**config.mk**
```make
export PLATFORM = sky130hd
export DESIGN_NAME = reg_dump_tx
export DESIGN_NICKNAME = d
export VERILOG_FILES = /design/src/rtl/reg_dump_tx.sv
export SDC_FILE = /design/constraint.sdc
export NUM_CORES = 1
export LEC_CHECK = 0
export CAP_MARGIN = 20
export CELL_PAD_IN_SITES_DETAIL_PLACEMENT = 1
export CELL_PAD_IN_SITES_GLOBAL_PLACEMENT = 2
export CORE_MARGIN = 2
export CORE_UTILIZATION = 36
export CTS_CLUSTER_SIZE = 12
export DETAILED_ROUTE_END_ITERATION = 16
export PLACE_DENSITY = 0.95
export SLEW_MARGIN = 10
export SYNTH_ARGS = -nofsm -noshare
export SYNTH_HDL_FRONTEND = slang
export SYNTH_SLANG_ARGS = --single-unit
```
**constraint.sdc**
```tcl
create_clock -name clk -period 3.1 [get_ports clk]
set_clock_uncertainty 0.05 [all_clocks]
set_input_delay 0.775 -clock clk [delete_from_list [all_inputs] [get_ports clk]]
set_output_delay 0.775 -clock clk [all_outputs]
set_load 0.05 [all_outputs]
```
**src/rtl/reg_dump_tx.sv**
```systemverilog
// Register-bank dump transmitter: walks all 32 registers through a spare read port
// and sends each one over UART 8N1, most significant byte first, LSB first within a byte.
module reg_dump_tx #(
    parameter int N            = 32,
    parameter int CLKS_PER_BIT = 434
) (
    input  logic         clk,
    input  logic         rst,
    input  logic         start,
    output logic [4:0]   ra,
    input  logic [N-1:0] rd,
    output logic         tx,
    output logic         busy,
    output logic         done
);

    localparam int NBYTES = N / 8;
    localparam int BCW    = (NBYTES > 1) ? $clog2(NBYTES) : 1;
    localparam int BDW    = $clog2(CLKS_PER_BIT);

    localparam logic [BCW-1:0] LAST_BYTE = BCW'(NBYTES - 1);
    localparam logic [BDW-1:0] LAST_TICK = BDW'(CLKS_PER_BIT - 1);

    typedef enum logic [2:0] {
        S_IDLE,
        S_LOAD,
        S_START,
        S_DATA,
        S_STOP,
        S_DONE
    } state_t;

    state_t         state_reg, state_next;
    logic [4:0]     idx_reg, idx_next;
    logic [BCW-1:0] byte_cnt_reg, byte_cnt_next;
    logic [N-1:0]   word_reg, word_next;
    logic [7:0]     shift_reg, shift_next;
    logic [2:0]     bit_cnt_reg, bit_cnt_next;
    logic [BDW-1:0] baud_reg, baud_next;

    logic           baud_done;
    logic [N-1:0]   word_shifted;

    assign ra           = idx_reg;
    assign baud_done    = (baud_reg == LAST_TICK);
    assign word_shifted = word_reg << 8;

    always_ff @(posedge clk or posedge rst) begin
        if (rst) begin
            state_reg    <= S_IDLE;
            idx_reg      <= '0;
            byte_cnt_reg <= '0;
            word_reg     <= '0;
            shift_reg    <= '0;
            bit_cnt_reg  <= '0;
            baud_reg     <= '0;
        end else begin
            state_reg    <= state_next;
            idx_reg      <= idx_next;
            byte_cnt_reg <= byte_cnt_next;
            word_reg     <= word_next;
            shift_reg    <= shift_next;
            bit_cnt_reg  <= bit_cnt_next;
            baud_reg     <= baud_next;
        end
    end

    always_comb begin
        state_next    = state_reg;
        idx_next      = idx_reg;
        byte_cnt_next = byte_cnt_reg;
        word_next     = word_reg;
        shift_next    = shift_reg;
        bit_cnt_next  = bit_cnt_reg;
        baud_next     = baud_reg;
        tx            = 1'b1;
        busy          = (state_reg != S_IDLE);
        done          = 1'b0;

        case (state_reg)
            S_IDLE: begin
                if (start) begin
                    idx_next   = '0;
                    state_next = S_LOAD;
                end
            end

            // The whole register is captured here; later bank writes cannot
            // disturb bytes of this register that are still to be sent.
            S_LOAD: begin
                word_next     = rd;
                shift_next    = rd[N-1 -: 8];
                byte_cnt_next = '0;
                baud_next     = '0;
                state_next    = S_START;
            end

            S_START: begin
                tx        = 1'b0;
                baud_next = baud_done ? '0 : baud_reg + 1'b1;
                if (baud_done) begin
                    bit_cnt_next = '0;
                    state_next   = S_DATA;
                end
            end

            S_DATA: begin
                tx        = shift_reg[0];
                baud_next = baud_done ? '0 : baud_reg + 1'b1;
                if (baud_done) begin
                    shift_next   = {1'b0, shift_reg[7:1]};
                    bit_cnt_next = bit_cnt_reg + 3'd1;
                    if (bit_cnt_reg == 3'd7) begin
                        state_next = S_STOP;
                    end
                end
            end

            S_STOP: begin
                tx        = 1'b1;
                baud_next = baud_done ? '0 : baud_reg + 1'b1;
                if (baud_done) begin
                    if (byte_cnt_reg < LAST_BYTE) begin
                        byte_cnt_next = byte_cnt_reg + 1'b1;
                        word_next     = word_shifted;
                        shift_next    = word_shifted[N-1 -: 8];
                        state_next    = S_START;
                    end else if (idx_reg == 5'd31) begin
                        state_next = S_DONE;
                    end else begin
                        idx_next   = idx_reg + 5'd1;
                        state_next = S_LOAD;
                    end
                end
            end

            S_DONE: begin
                done       = 1'b1;
                state_next = S_IDLE;
            end

            default: begin
                state_next = S_IDLE;
            end
        endcase
    end

endmodule

```
run_1/congestion_map.png
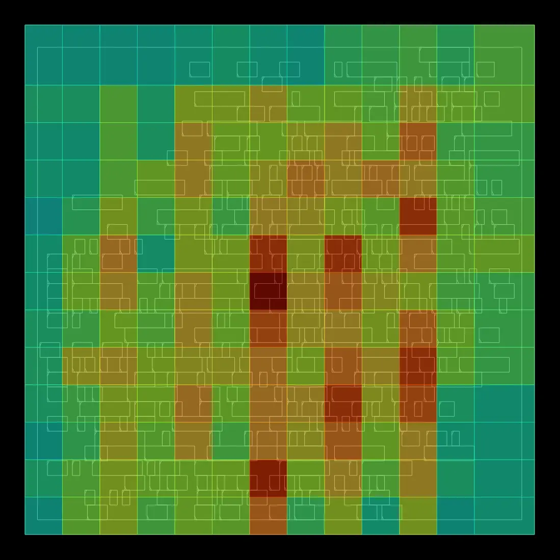
Final Util: 0.453
met2 usage in global routing: 0.268

run_1/ff_map.png
Scale bar: 20 um. Other sequential cells in the stronger grey, the rest of the logic in the fainter grey.
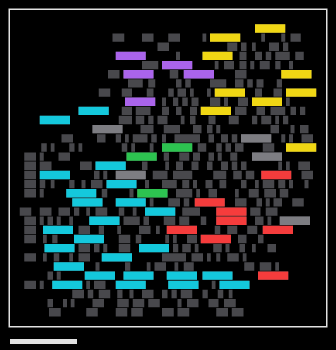
[red] shift_reg | sequential cells: 8
[green] bit_cnt_reg | sequential cells: 3
[yellow] baud_reg | sequential cells: 9 | where: top right
[cyan] word_reg | sequential cells: 24
[purple] ra | sequential cells: 5 | where: top middle
not coloured: 5

==> run_results.csv, run 1 <==
group,metric,value,unit
synthesis,ys_top_cells_by_area,"dfrtp_1, mux2i_1, o21ai_0",
finish,syn_to_final_growth,20.9,%
final_timing,fin_crit_sh,0.885,
floorplan,core.rowCount,32,
finish,inverters,11,
routing,antenna_left,0,
power,peakVddDrop,164,uV
power,pg_seq,0.737,mW
setup_path,max_stage_delay,0.71,ns
clocking,cts_inserted_buffers,5,
power,p_total,1.26,mW
synthesis,edf_count,0,
floorplan,nWellTaps,102,
clocking,cts_setup_buffers,0,
power,pg_clk,0.430,mW
clocking,root_buffer,"clkbuf_8",
setup_path,startpoint,"state_reg[1]",
place,placed_cell_area,0.00342,mm2
setup_path,timing.rr.start,"state_reg[1]",
finish,fillCellCount,921,
setup_path,cp.arrival,1.92,ns
final_timing,min_period,2.74,ns
synthesis,async_reset_ff_frac,1.00,
synthesis,ys_area,0.00291,mm2
setup_path,crit_end,"tx",
finish,layout.nonclk_buf_frac,0.135,
synthesis,ys_cells,310,
worst_hold_path,hold_start,"word_reg[9]",
power,seq_power_share,0.584,
finish,largestClassByArea,"multi-input combinational cells",
global_routing,grt_max_degree,53,
clocking,ctsHoldBuffers,0,
worst_hold_path,holdPathEnd,"word_reg[9]",
clocking,clk_latency,0.32,ns
setup_path,cp-start-kind,"flip-flop",
finish,clock_buffers,5,
floorplan,coreArea,0.00777,mm2
place,portBuffers,42,
worst_hold_path,hold_depth,2,
finish,seq_cell_count,54,
setup_path,critPathMaxFanout,6,
power,powerDensity,359,mW/mm2
final_timing,drv_slew,0,
routing,drt-total-wl,6900,um
setup_path,cp.depth,3,
power,pwr-share-clk,0.340,
clocking,htreeDepth,2,
finish,lay_top_count,"dfrtp_1",
synthesis,top_cells_by_count,"dfrtp_1, nand2_1, o21ai_0",
setup_path,rr_worst_depth,4,
final_timing,worstMarginPinSlew,1.05,ns
run,warnings,27,
synthesis,synth.avg_cell_area,9.38,um2
run,drv_cap,0,
power,p_int,0.951,mW
synthesis,synth_top_area_share,0.465,
setup_path,timing.reg2reg.setup_slack,0.68,ns
synthesis,synthesis.nets,352,
routing,drt_pass1_iterations,6,
synthesis,synth_cell_types,44,
power,p_comb,0.0966,mW
global_routing,grt_pass1_vias,2432,
finish,drive_gt1_frac,0.0692,
global_routing,grt.overflow.total,0,
place,dp_cells,441,
power,p_leak,1.63,nW
finish,comb.multi_input.count,226,
power,p_sw,0.313,mW
power,combPwrFrac,0.076,
finish,fin_nets,388,
clocking,cts_tree,"done",
floorplan,initial_core_util,0.375,
clocking,clkTransAtPathRegs,0.12,ns
finish,ff_latch_area,0.00135,mm2
place,dp_hpwl,4800,um
final_timing,setup_ws,0.356,ns
setup_path,path_cells,"nor2b_1, nand2_1, clkdlybuf4s50_1",
place,dp_slack,0.690,ns
setup_path,rr_endpoint,"ra[0]",
final_timing,setup_tns,0,ns
power,netSwitchingFraction,0.247,
synthesis,synthCells,310,
floorplan,die_h,93.9,um
final_timing,rsz0062_at_grt,"no",
floorplan,die_x,93.9,um
setup_path,crit_slowest_cell,"clkdlybuf4s50_1",
routing,avgRoutedWirePerCell,15.4,um
floorplan,dieArea,0.00882,mm2
setup_path,crit_buf_inv,1,
finish,buffers_excl_clock,48,
finish,largest_register_ffs,24,
outcome,status,"finished, final reports clean",
power,power-top-group,"sequential cells",
finish,final_area,0.00352,mm2
global_routing,track_usage,0.176,
setup_path,worstSetupPathType,"reg2out",
routing,drtIter0Drc,84,
finish,seq_share,0.384,
finish,final_cell_mix,"dfrtp_1, nand2_1, o21ai_0",
worst_hold_path,min_path_type,"reg2reg",
finish,clk_share,0.0277,
run_1/gates.png
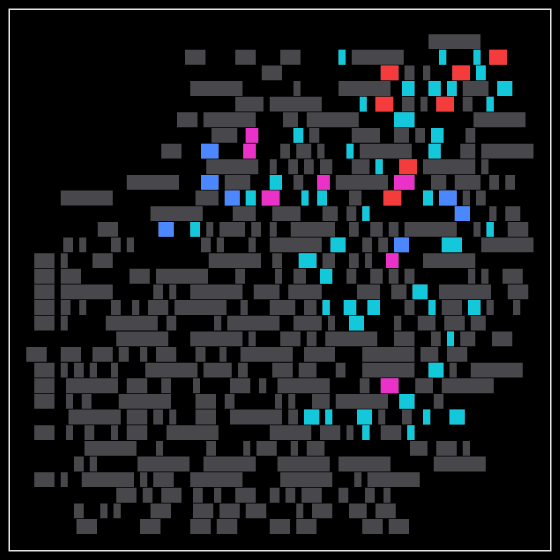
[blue] non-inverting ao/oa cells | cells: 7 | most used: a21o_1
[magenta] and/or cells | cells: 7 | most used: and3_1
[red] xor and xnor cells | cells: 7 | most used: xnor2_1 | where: top right
[cyan] nor cells | cells: 45 | most used: nor2_1
fin cells: 449
logic share of the area: 0.405

==> run 1: cells by family after synthesis <==
| logic type | count (synthesis) | share of synthesized area |
|---|---|---|
| mux | 26 | 0.0920 |
| buf+inv | 30 | 0.0456 |
| xor+xnor | 7 | 0.0211 |
| compound gates | 71 | 0.153 |
| simple gates | 115 | 0.194 |
| fa+ha+maj | 7 | 0.0301 |
| flops | 54 | 0.465 |
==> run 1: per-layer routing <==
metal | vias up | track usage | routed length, um
li1 | 1156 | - | -
met1 | 1124 | 0.250 | 3490
met2 | 33 | 0.268 | 3140
met3 | 5 | 0.0329 | 179
met4 | 0 | 0.0628 | 89
met5 | - | 0 | 0
==> run 1: worst register-to-register path: stages (launching register included) <==
cell and delay (ns):
dfrtp_1 0.46, buf_4 0.25, or3b_2 0.91, nor3_1 0.48
mux2_2 0.23
==> inputs of run 2 (changes only) <==
--- a/config.mk
+++ b/config.mk
@@ -10,7 +10,6 @@
 export CELL_PAD_IN_SITES_GLOBAL_PLACEMENT = 2
 export CORE_MARGIN = 2
 export CORE_UTILIZATION = 36
-export CTS_CLUSTER_SIZE = 12
 export DETAILED_ROUTE_END_ITERATION = 16
 export PLACE_DENSITY = 0.95
 export SLEW_MARGIN = 10
run_2/m3.png
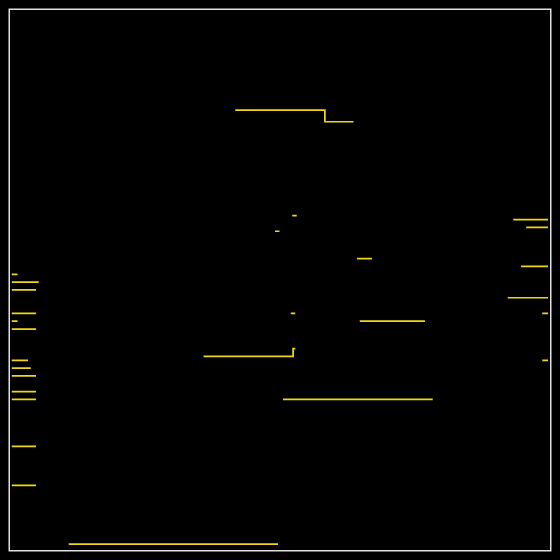
nets with wire on the layer: 24
longest straight run: 36.1 um
drt total wl: 6900 um
met3 usage: 0.0329
total number of vias: 2318

run_2/congestion_map.png
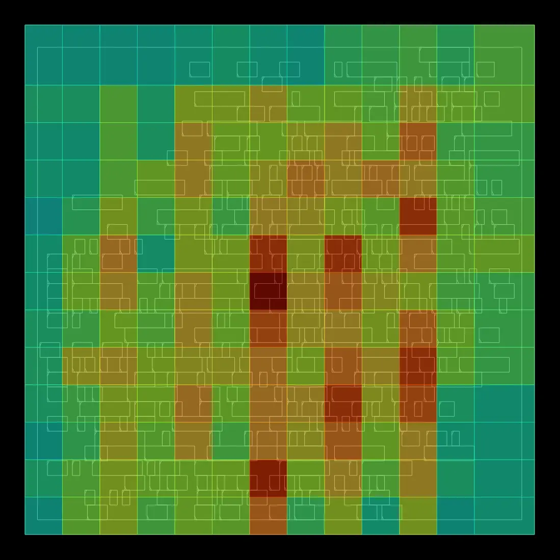
Avg WL per Cell: 15.4 um
met1 usage: 0.250
Total GRT Usage: 0.176
gr busiest metal: met2

run_2/ff_map.png
Scale bar: 20 um. Other sequential cells in the stronger grey, the rest of the logic in the fainter grey.
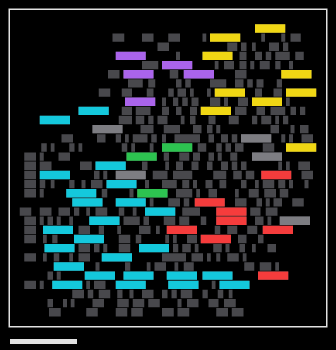
flop share of the area: 0.384
register area: 0.00135 mm2
Seq group: 0.737 mW

==> run 2 against run 1 <==
  * Global-route usage did not move
  * Critical path depth did not move
  * Maximum frequency did not move
  * Final area did not move
  * Sequential power barely moved
  * Power did not move
  * Synthesized area did not move
  * Largest cell class unchanged
==> run_results.csv, run 2 <==
group,metric,value,unit
finish,layout.cells.non_filler,449,
floorplan,core.rowCount,32,
synthesis,async_reset_ff_frac,1.00,
finish,fin_nets,388,
power,peakVddDrop,164,uV
setup_path,cp-start-kind,"flip-flop",
setup_path,max_stage_delay,0.71,ns
final_timing,rsz0062_at_grt,"no",
floorplan,die_x,93.9,um
synthesis,synth_top_area_share,0.465,
worst_hold_path,min_path_type,"reg2reg",
finish,final_cell_mix,"dfrtp_1, nand2_1, o21ai_0",
final_timing,min_period,2.74,ns
finish,lay_top_count,"dfrtp_1",
setup_path,rr_endpoint,"ra[0]",
place,portBuffers,42,
clocking,cts_tree,"done",
global_routing,grt_pass1_vias,2432,
finish,final_area,0.00352,mm2
final_timing,fin_crit_sh,0.885,
synthesis,edf_count,0,
setup_path,crit_end,"tx",
clocking,cts_inserted_buffers,5,
global_routing,grt.overflow.total,0,
power,powerDensity,359,mW/mm2
routing,top_layer,"met4",
power,p_sw,0.313,mW
setup_path,timing.rr.start,"state_reg[1]",
clocking,htreeDepth,2,
setup_path,rr_worst_depth,4,
power,p_leak,1.63,nW
power,p_total,1.26,mW
setup_path,worstSetupPathType,"reg2out",
worst_hold_path,hold_depth,2,
outcome,status,"finished, final reports clean",
finish,largest_register_ffs,24,
routing,antenna_left,0,
power,power-top-group,"sequential cells",
synthesis,ys_cells,310,
routing,met2WireLength,3140,um
run,warnings,27,
synthesis,ys_area,0.00291,mm2
finish,drive_gt1_frac,0.0692,
clocking,root_buffer,"clkbuf_8",
power,pg_clk,0.430,mW
routing,drtIter0Drc,84,
global_routing,met2_usage,0.268,
power,pwr-share-clk,0.340,
power,seq_power_share,0.584,
power,p_comb,0.0966,mW
clocking,cts_setup_buffers,0,
place,dp_hpwl,4800,um
setup_path,crit_slowest_cell,"clkdlybuf4s50_1",
synthesis,synth_cell_types,44,
setup_path,startpoint,"state_reg[1]",
synthesis,synthCells,310,
synthesis,synthesis.nets,352,
setup_path,critPathMaxFanout,6,
floorplan,initial_core_util,0.375,
place,placed_cell_area,0.00342,mm2
global_routing,grt_max_degree,53,
worst_hold_path,hold_start,"word_reg[9]",
routing,wl_met3,179,um
setup_path,path_cells,"nor2b_1, nand2_1, clkdlybuf4s50_1",
floorplan,die_h,93.9,um
run,drv_cap,0,
finish,syn_to_final_growth,20.9,%
routing,drt_pass1_iterations,6,
setup_path,timing.reg2reg.setup_slack,0.68,ns
clocking,ctsHoldBuffers,0,
-- run 2: cell counts after synthesis --
Identical to the previous run, type by type.
-- run 2: cell families after synthesis --
family                     after synthesis  synth area share
AOI/OAI and AO/OA                       71             0.153
and+or+nand+nor                        115             0.194
DFF                                     54             0.465
xor gates and xnor gates                 7            0.0211
adders and majority gates                7            0.0301
muxes                                   26            0.0920
buffers and inverters                   30            0.0456
-- run 2: layout make-up --
| cell class | count | area share |
|---|---|---|
| sequential | 54 | 0.384 |
| clock inverter | 3 | 0.00818 |
| clock buffer | 5 | 0.0196 |
| tap | 102 | 0.0363 |
| timing repair buffer | 48 | 0.135 |
| inverter | 11 | 0.0117 |
| multi-input combinational | 226 | 0.405 |
Power is estimated from default activity; no workload was simulated.
